## config.mk

```make
export PLATFORM = sky130hd
export DESIGN_NAME = stopwatch_counter_flat
export DESIGN_NICKNAME = d
export VERILOG_FILES = /design/src/rtl/stopwatch_counter_if.sv /design/src/rtl/stopwatch_counter.sv /design/src/flat_wrapper.sv
export SDC_FILE = /design/constraint.sdc
export NUM_CORES = 1
export LEC_CHECK = 0
export CELL_PAD_IN_SITES_DETAIL_PLACEMENT = 0
export CELL_PAD_IN_SITES_GLOBAL_PLACEMENT = 1
export CORE_MARGIN = 2
export CORE_UTILIZATION = 46
export CTS_BUF_LIST = sky130_fd_sc_hd__clkbuf_4
export DETAILED_ROUTE_END_ITERATION = 16
export PLACE_DENSITY_LB_ADDON = 0.1
export SLEW_MARGIN = 40
export SYNTH_ARGS = -nofsm -noshare
export SYNTH_HDL_FRONTEND = slang
export SYNTH_SLANG_ARGS = --single-unit
```

## constraint.sdc

```tcl
create_clock -name clk -period 2.57 [get_ports clk]
set_input_delay 0.514 -clock clk [delete_from_list [all_inputs] [get_ports clk]]
set_output_delay 0.514 -clock clk [all_outputs]
set_load 0.05 [all_outputs]
```

## src/rtl/stopwatch_counter_if.sv

```systemverilog
// Control/display bundle for the stopwatch counter datapath.
// master: control FSM side; slave: counter datapath side.
interface stopwatch_counter_if;
    logic       init_regs;
    logic       count_enabled;
    logic [3:0] tenths;
    logic [3:0] sec_ones;
    logic [3:0] sec_tens;
    logic [3:0] minutes;
    logic       tick;
    logic       overflow;

    modport master (
        output init_regs,
        output count_enabled,
        input  tenths,
        input  sec_ones,
        input  sec_tens,
        input  minutes,
        input  tick,
        input  overflow
    );

    modport slave (
        input  init_regs,
        input  count_enabled,
        output tenths,
        output sec_ones,
        output sec_tens,
        output minutes,
        output tick,
        output overflow
    );
endinterface

```

## src/rtl/stopwatch_counter.sv

```systemverilog
// Stopwatch time base and M:SS.t BCD digit cascade.
// Define COUNTER_SATURATE_EN to hold at 9:59.9 instead of wrapping.
module stopwatch_counter #(
    parameter int CLK_FREQ = 100_000_000,
    parameter int TICK_HZ  = 10
) (
    input logic              clk,
    input logic              reset,
    stopwatch_counter_if.slave bus
);
    localparam int PRESCALE = CLK_FREQ / TICK_HZ;
    localparam int PW       = $clog2(PRESCALE);
    localparam logic [PW-1:0] PS_LAST = PW'(PRESCALE - 1);

    logic [PW-1:0] ps_q;
    logic [3:0]    t_q, so_q, st_q, m_q;
    logic [3:0]    t_n, so_n, st_n, m_n;
    logic          tick_q, ovf_q;
    logic          t9, so9, st5, m9;
    logic          terminal;
    logic          sat;

    assign t9       = (t_q  == 4'd9);
    assign so9      = (so_q == 4'd9);
    assign st5      = (st_q == 4'd5);
    assign m9       = (m_q  == 4'd9);
    assign terminal = t9 & so9 & st5 & m9;

`ifdef COUNTER_SATURATE_EN
    assign sat = ovf_q;
`else
    assign sat = 1'b0;
`endif

    always_comb begin
        t_n  = t9 ? 4'd0 : t_q + 4'd1;
        so_n = so_q;
        st_n = st_q;
        m_n  = m_q;
        if (t9) begin
            so_n = so9 ? 4'd0 : so_q + 4'd1;
            if (so9) begin
                st_n = st5 ? 4'd0 : st_q + 4'd1;
                if (st5) begin
                    m_n = m9 ? 4'd0 : m_q + 4'd1;
                end
            end
        end
    end

    always_ff @(posedge clk or posedge reset) begin
        if (reset) begin
            ps_q   <= '0;
            t_q    <= 4'd0;
            so_q   <= 4'd0;
            st_q   <= 4'd0;
            m_q    <= 4'd0;
            tick_q <= 1'b0;
            ovf_q  <= 1'b0;
        end else if (bus.init_regs) begin
            ps_q   <= '0;
            t_q    <= 4'd0;
            so_q   <= 4'd0;
            st_q   <= 4'd0;
            m_q    <= 4'd0;
            tick_q <= 1'b0;
            ovf_q  <= 1'b0;
        end else begin
            tick_q <= 1'b0;
            if (bus.count_enabled && !sat) begin
                if (ps_q == PS_LAST) begin
                    ps_q <= '0;
                    if (terminal) begin
                        ovf_q <= 1'b1;
                    end
`ifdef COUNTER_SATURATE_EN
                    // at terminal count the digits freeze and tick is withheld
                    if (!terminal) begin
`else
                    begin
`endif
                        t_q    <= t_n;
                        so_q   <= so_n;
                        st_q   <= st_n;
                        m_q    <= m_n;
                        tick_q <= 1'b1;
                    end
                end else begin
                    ps_q <= ps_q + PW'(1);
                end
            end
        end
    end

    assign bus.tenths   = t_q;
    assign bus.sec_ones = so_q;
    assign bus.sec_tens = st_q;
    assign bus.minutes  = m_q;
    assign bus.tick     = tick_q;
    assign bus.overflow = ovf_q;
endmodule
```

## src/flat_wrapper.sv

```systemverilog
// flat-port wrapper written by rule: the top's interface ports become plain ports
module stopwatch_counter_flat 
#(
    parameter int CLK_FREQ = 100_000_000,
    parameter int TICK_HZ  = 10
)
  (clk, reset, bus_init_regs, bus_count_enabled, bus_tenths, bus_sec_ones, bus_sec_tens, bus_minutes, bus_tick, bus_overflow);
  stopwatch_counter_if bus_i ();
  input logic clk;
  input logic reset;
  input wire logic [$bits(bus_i.init_regs)-1:0] bus_init_regs;
  input wire logic [$bits(bus_i.count_enabled)-1:0] bus_count_enabled;
  output wire logic [$bits(bus_i.tenths)-1:0] bus_tenths;
  output wire logic [$bits(bus_i.sec_ones)-1:0] bus_sec_ones;
  output wire logic [$bits(bus_i.sec_tens)-1:0] bus_sec_tens;
  output wire logic [$bits(bus_i.minutes)-1:0] bus_minutes;
  output wire logic [$bits(bus_i.tick)-1:0] bus_tick;
  output wire logic [$bits(bus_i.overflow)-1:0] bus_overflow;
  assign bus_i.init_regs = bus_init_regs;
  assign bus_i.count_enabled = bus_count_enabled;
  assign bus_tenths = bus_i.tenths;
  assign bus_sec_ones = bus_i.sec_ones;
  assign bus_sec_tens = bus_i.sec_tens;
  assign bus_minutes = bus_i.minutes;
  assign bus_tick = bus_i.tick;
  assign bus_overflow = bus_i.overflow;
  stopwatch_counter #(.CLK_FREQ(CLK_FREQ), .TICK_HZ(TICK_HZ)) u_core (.clk(clk), .reset(reset), .bus(bus_i));
endmodule
```

==> deck_impl_summary.md, run 1 <==
Run Summary

Outcome
  – Status: finished clean

Power and ir drop
  – Leak pwr: 1.153 nW
  – Switching part of the total: 23.90%
  – Top power group: registers
  – Combinational power share: 5.3%
  – Part of the power in registers: 64.0%
  – Combinational power: 0.0556 mW

Critical path
  – CP endpoint kind: register
  – CP cell instances: nor4b_1, and3_1, nand4_2, buf_4, or3_1, a21oi_1
  – CP top delay family: simple AND/OR/NAND/NOR gates
  – CP Class: reg2reg
  – Worst Path Buf+Inv: 1
  – Slowest cell on crit path: nor4b_1
  – Slowest cell delay on critical path: 0.48 ns

Clock network
  – CTS resizes: 0
  – H-tree depth: 2
  – CTS tree: done
  – Late-Pin Clk Latency: 0.35 ns
  – CTS buffer count: 5
  – CTS sink cnt: 42

Layout
  – Number of flip-flops under the largest register name: 24
  – Dominant logic cell types in the final layout: 42 x dfrtp_1, 35 x nor2_1, 21 x nand2_1, 21 x clkdlybuf4s50_1, 16 x xor2_1
  – Most flops, register: u_core.ps_q
  – Gate Area: 0.001174 mm2

Place
  – I/O Buffers: 21
  – Hpwl dp: 3213 um
  – Post-Place Setup Slack: 0.3220 ns

Global route
  – Busiest layer in global routing: met2
  – Initial antenna violation count: 0
  – Largest net degree at the start of global routing: 43
  – Grt ovf: 0

Yosys
  – Yosys aoi share: 8.883%
  – Synth Area in XOR/XNOR: 7.248%
  – Flops after synth: 42
  – YS chip area: 0.002296 mm2
  – Yosys cell count: 246
  – Simple share: 28.77%
  – Mux cell area share: 1.308%
  – Dominant comb cell: simple AND/OR/NAND/NOR gates
  – Mapped Area: 0.002296 mm2
  – Synthesized area per cell: 9.333 um2
  – Main synth FF type: dfrtp_1
  – Adder Share, Synth: 4.905%

Min path
  – Hold Path Class: reg2reg

Detailed routing
  – WL/cell: 13.24 um
  – Top Metal Used: met4
  – Routed Antenna Nets: 0
  – Via-per-instance ratio: 5.271
  – DR iter-0 viols: 82
  – Post-Route WL: 4594 um

Floorplan
  – Die X: 74.65 um
  – Io pins: 22
  – Initial core utilization: 48.29%

STA
  – Setup ws final: 0.2857 ns
  – Max Slew Vio Count: 0
  – Final hold violations: 0
  – Setup Skew: 0.009717 ns
  – Actual slew at the worst max-slew pin: 0.5737 ns
  – Worst hold slack: 0.5049 ns
  – Cycle use final: 88.88%

Flow run
  – Tool Warnings: 30
[run 1: worst paths after layout]
| kind | depth (start not counted) | from | slack (ns) | to |
|---|---|---|---|---|
| worst max-delay path | 6 | u_core.ps_q[21] | 0.29 | u_core.bus.sec_tens[0] |
| worst min-delay path | 1 | u_core.bus.overflow | 0.50 | u_core.bus.overflow |
| worst max register to register | 6 | u_core.ps_q[21] | 0.29 | u_core.bus.sec_tens[0] |
| worst min register to register | 1 | u_core.bus.overflow | 0.50 | u_core.bus.overflow |
| max in group asynchronous | 3 | reset | 1.61 | u_core.bus.sec_tens[2] |
| min in group asynchronous | 3 | reset | 0.59 | u_core.ps_q[23] |
[run 1: synth_stat cells, drive strengths merged (2+ instances only)]
library cell | number | area share (%)
and3 | 2 | 0.54
o21ai | 10 | 2.2
o21a | 2 | 0.65
inv | 11 | 1.8
or4 | 4 | 1.5
nor4 | 2 | 1.2
nand2 | 21 | 3.4
dfrtp | 42 | 46
or3 | 8 | 2.2
o31ai | 2 | 0.65
a21oi | 10 | 2.2
nor2 | 35 | 5.7
xnor2 | 3 | 1.1
nor3 | 5 | 1.1
nand3 | 13 | 2.8
nor2b | 3 | 0.82
and3b | 2 | 0.76
ha | 9 | 4.9
or2 | 2 | 0.55
o31a | 2 | 0.76
mux2i | 3 | 1.3
nand4 | 14 | 4.4
and2 | 3 | 0.82
clkbuf | 3 | 0.49
buf | 4 | 0.82
xor2 | 16 | 6.1
and4 | 2 | 0.76
[run 1: layout make-up]
type / count / share of cell area, %
Timing Repair Buffer: 33 / 11.52
Sequential cell: 42 / 38.69
Inverter: 11 / 1.520
Multi-Input combinational cell: 186 / 43.21
Clock buffer: 6 / 1.658
Tap cell: 67 / 3.086
Clock inverter: 2 / 0.3224
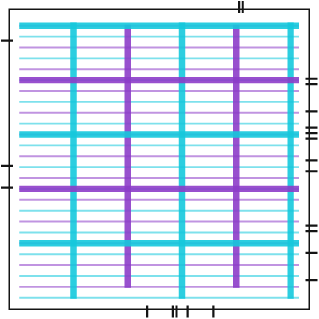
**Above:** run 1 (power grid).
Scale: 4 px per um. Pins as bars on the die edge.
- purple: VDD
- cyan: VSS
- rows: 25
- met1 rails: 26
- met4 straps: 5
- signal pins: 22
- met5 straps: 5

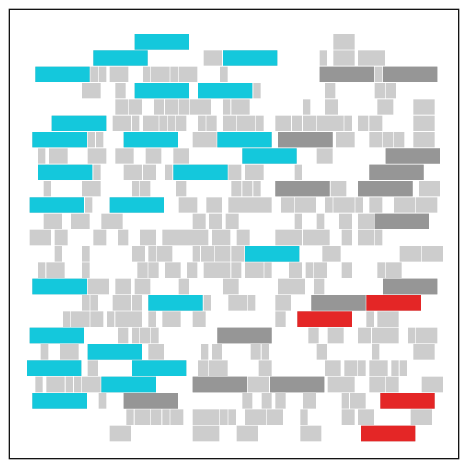
**Above:** run 1 (where the registers sit).
Scale: 6 px per um.
- cyan: `u_core.ps_q` (flops 24)
- red: `u_core.bus.minutes` (flops 4; where lower right)

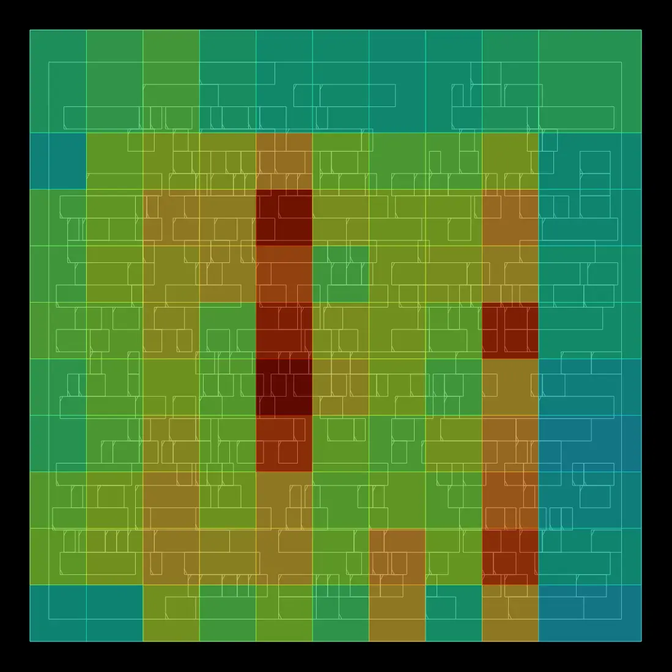
**Above:** run 1 (routing congestion).
met1 Usage GRT: 25.99%
met3 GRT Util: 4.016%
final core occ: 57.13%

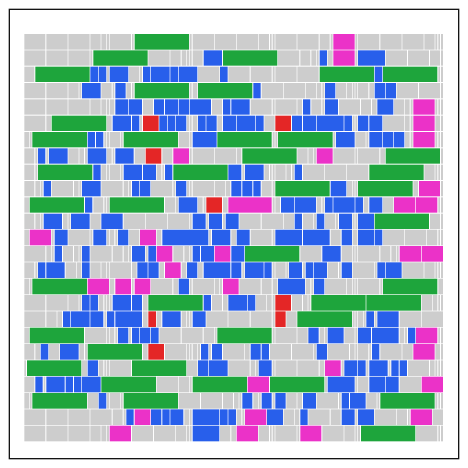
**Above:** run 1 (cell classes on the final placement).
Scale: 6 px per um. Fill, decap, tap and diode cells in gray.
- blue: all other logic (cells 197)
- magenta: other buffers and delay cells (cells 33)
- green: flops (cells 42)
- red: clock drivers and dummy loads (cells 8)
core area: 0.004755 mm2
number of cell rows: 25
design area: 0.002716 mm2
Seq area share: 38.69%

**Run 1: clock wires, drivers and flops**

Scale: 8 px per um.
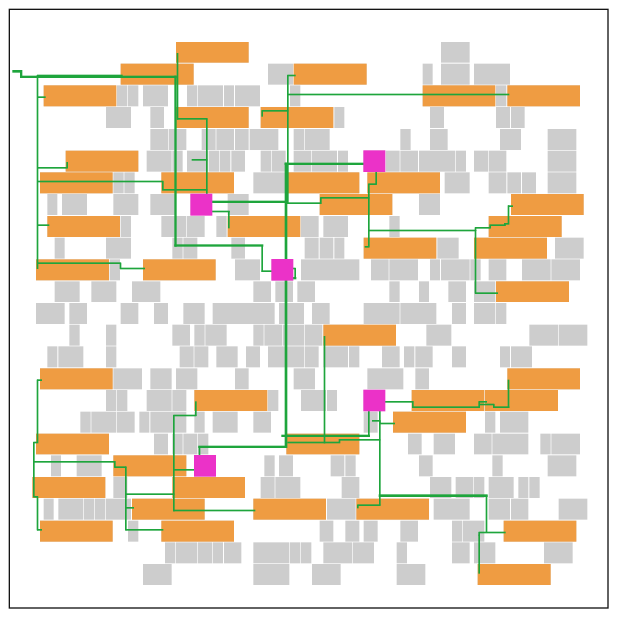

## Run 2: what changed since run 1
Settings changed: CORE_MARGIN 2 to unset, PLACE_DENSITY set to 0.89, PLACE_DENSITY_LB_ADDON 0.1 to unset.
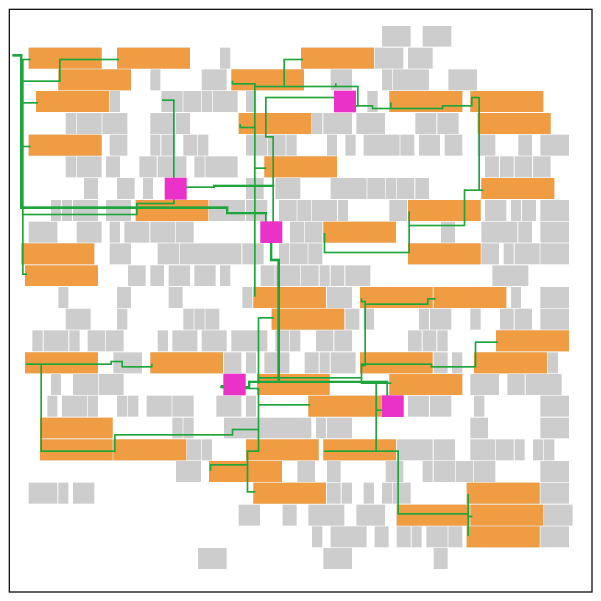
**Above:** run 2 (clock wires, drivers and flops).
Scale: 8 px per um.
- green: clock wires (length 533 um)
- magenta: cells driving clock nets (count 5)
- orange: flip-flops (count 42)
- flops lie: widely spread
Setup Skew: 0.01597 ns
Clock power frac: 37.6%

==> deck_impl_summary.md, run 2 <==
Run Summary

Outcome
  – Status: finished clean

Floorplan
  – Die area: 0.005278 mm2
  – Core area: 0.004755 mm2
  – Io pins: 22
  – Die X: 72.65 um
  – Initial core utilization: 48.29%
  – Number of cell rows: 25

STA
  – Cycle use final: 87.56%
  – Max Slew Vio Count: 0
  – Slew Limit Headroom: 57.47%
  – Final hold violations: 0
  – Total negative slack: 0 ns
  – Actual slew at the worst max-slew pin: 0.6330 ns

Yosys
  – Main synth FF type: dfrtp_1
  – Cell taking the most area after synthesis: dfrtp_1
  – Synthesis Warnings: 0
  – Mapped Area: 0.002296 mm2
  – Flops after synth: 42
  – Area leader share: 45.78%
  – Yosys cell count: 246
  – Synthesized area per cell: 9.333 um2
  – YS chip area: 0.002296 mm2
  – Top cells by count: 42 x dfrtp_1, 35 x nor2_1, 21 x nand2_1, 16 x xor2_1, 13 x nand3_1
  – Most common cell in the netlist: dfrtp_1
  – Top cells by area: dfrtp_1 46%, xor2_1 6.1%, nor2_1 5.7%

Critical path
  – R2R Setup Slk: 0.32 ns
  – Setup crit start: u_core.ps_q[22]
  – CP max FO: 9
  – CP endpoint: u_core.bus.minutes[0]
  – Reg2reg start: u_core.ps_q[22]
  – CP endpoint kind: register
  – R2R cell count: 5
  – CP Class: reg2reg
  – Worst Path Required: 2.86 ns
  – Worst R2R End: u_core.bus.minutes[0]

Global route
  – Initial antenna violation count: 0
  – Grt ovf: 0
  – All-Layer GR Usage: 19.64%
  – Largest net degree at the start of global routing: 43

Clock network
  – Late-Pin Clk Latency: 0.36 ns
  – Number of post-CTS setup repair buffers: 0
  – CTS buffer count: 5
  – Hold_buf cts: 0
  – CTS sink cnt: 42
  – H-tree depth: 2
  – CTS tree: done
  – CTS resizes: 0

Detailed routing
  – Vias: 1860
  – Post-Route WL: 4587 um
  – DR iter-0 viols: 106
  – Routed Antenna Nets: 0
  – Routed wl met2: 2117 um
  – Remaining DRCs: 0
  – WL/cell: 13.26 um
  – Via-per-instance ratio: 5.376
  – Top Metal Used: met4
  – WL met3: 125 um

Min path
  – Hold Path Class: reg2reg
  – Hold Path Sink: u_core.bus.overflow
  – Min-delay src: u_core.bus.overflow
  – Worst hold path stage count: 1

Flow run
  – Tool Warnings: 30

Layout
  – Most flops, register: u_core.ps_q
  – Gate Area: 0.001174 mm2
  – Number of flip-flops under the largest register name: 24
  – Final core occ: 57.32%
  – Dominant logic cell types in the final layout: 42 x dfrtp_1, 35 x nor2_1, 21 x nand2_1, 21 x clkdlybuf4s50_1, 16 x xor2_1
  – Layout cells sized above 1: 8.961%
  – Flop area: 0.001051 mm2

Power and ir drop
  – Combinational power share: 4.6%
  – Switching part of the total: 22.63%
  – Leak pwr: 1.151 nW
  – Part of the power in registers: 57.8%

Place
  – Hpwl dp: 3238 um
  – I/O Buffers: 21
==> run 2: metrics by stage <==
stage / total power, mW / hold slack (ns) / setup slack (ns) / area, um2 / cells
floorplan: 0.7159 / 0.4978 / 0.4277 / 2296 / 246
global placement: 0.7372 / 0.4807 / 0.3212 / 2643 / 338
detailed placement: 0.7380 / 0.4929 / 0.2905 / 2643 / 338
CTS: 1.179 / 0.5217 / 0.2965 / 2725 / 346
global route: 1.206 / 0.5663 / 0.1905 / 2725 / 346
finish: 1.161 / 0.5210 / 0.3197 / 2725 / 346
==> run 2: power groups by stage <==
stage | Clock, mW | Combinational (mW) | Sequential [mW]
after floorplan | 0 | 0.0339 | 0.682
after global placement | 0 | 0.0537 | 0.684
after detailed placement | 0 | 0.0546 | 0.683
after CTS | 0.454 | 0.0545 | 0.671
after global routing | 0.472 | 0.0612 | 0.672
final | 0.436 | 0.0531 | 0.671
==> run 2: kinds of logic after synthesis <==
family          Yosys count  synth area share (%)
compound gates           33                 8.883
mux                       3                 1.308
simple gates            122                 28.77
flops                    42                 45.78
fa+ha+maj                 9                 4.905
xor+xnor                 19                 7.248
buf+inv                  18                 3.106
==> run 2: per-layer routing <==
layer	global-route usage, %	vias up
met1	26.79	893
met5	0	-
li1	-	931
met3	4.144	4
met4	5.229	0
met2	31.88	32
==> run 2: cell type report <==
cell class,count,area share [%]
tap,67,3.076
clock buffer,6,1.653
clock inverter,2,1.377
timing repair buffer,32,10.74
sequential,42,38.57
multi-input combinational,186,43.07
inverter,11,1.515
==> run 2: critical path: stages, from the launching register on <==
cell and delay, ns:
dfrtp_1 0.43, or4_4 0.56, nor4_4 0.18, nand4_2 0.28, or4_1 0.58, a21oi_1 0.16
Power figures rest on the tool's default switching activity, not on a simulated workload.
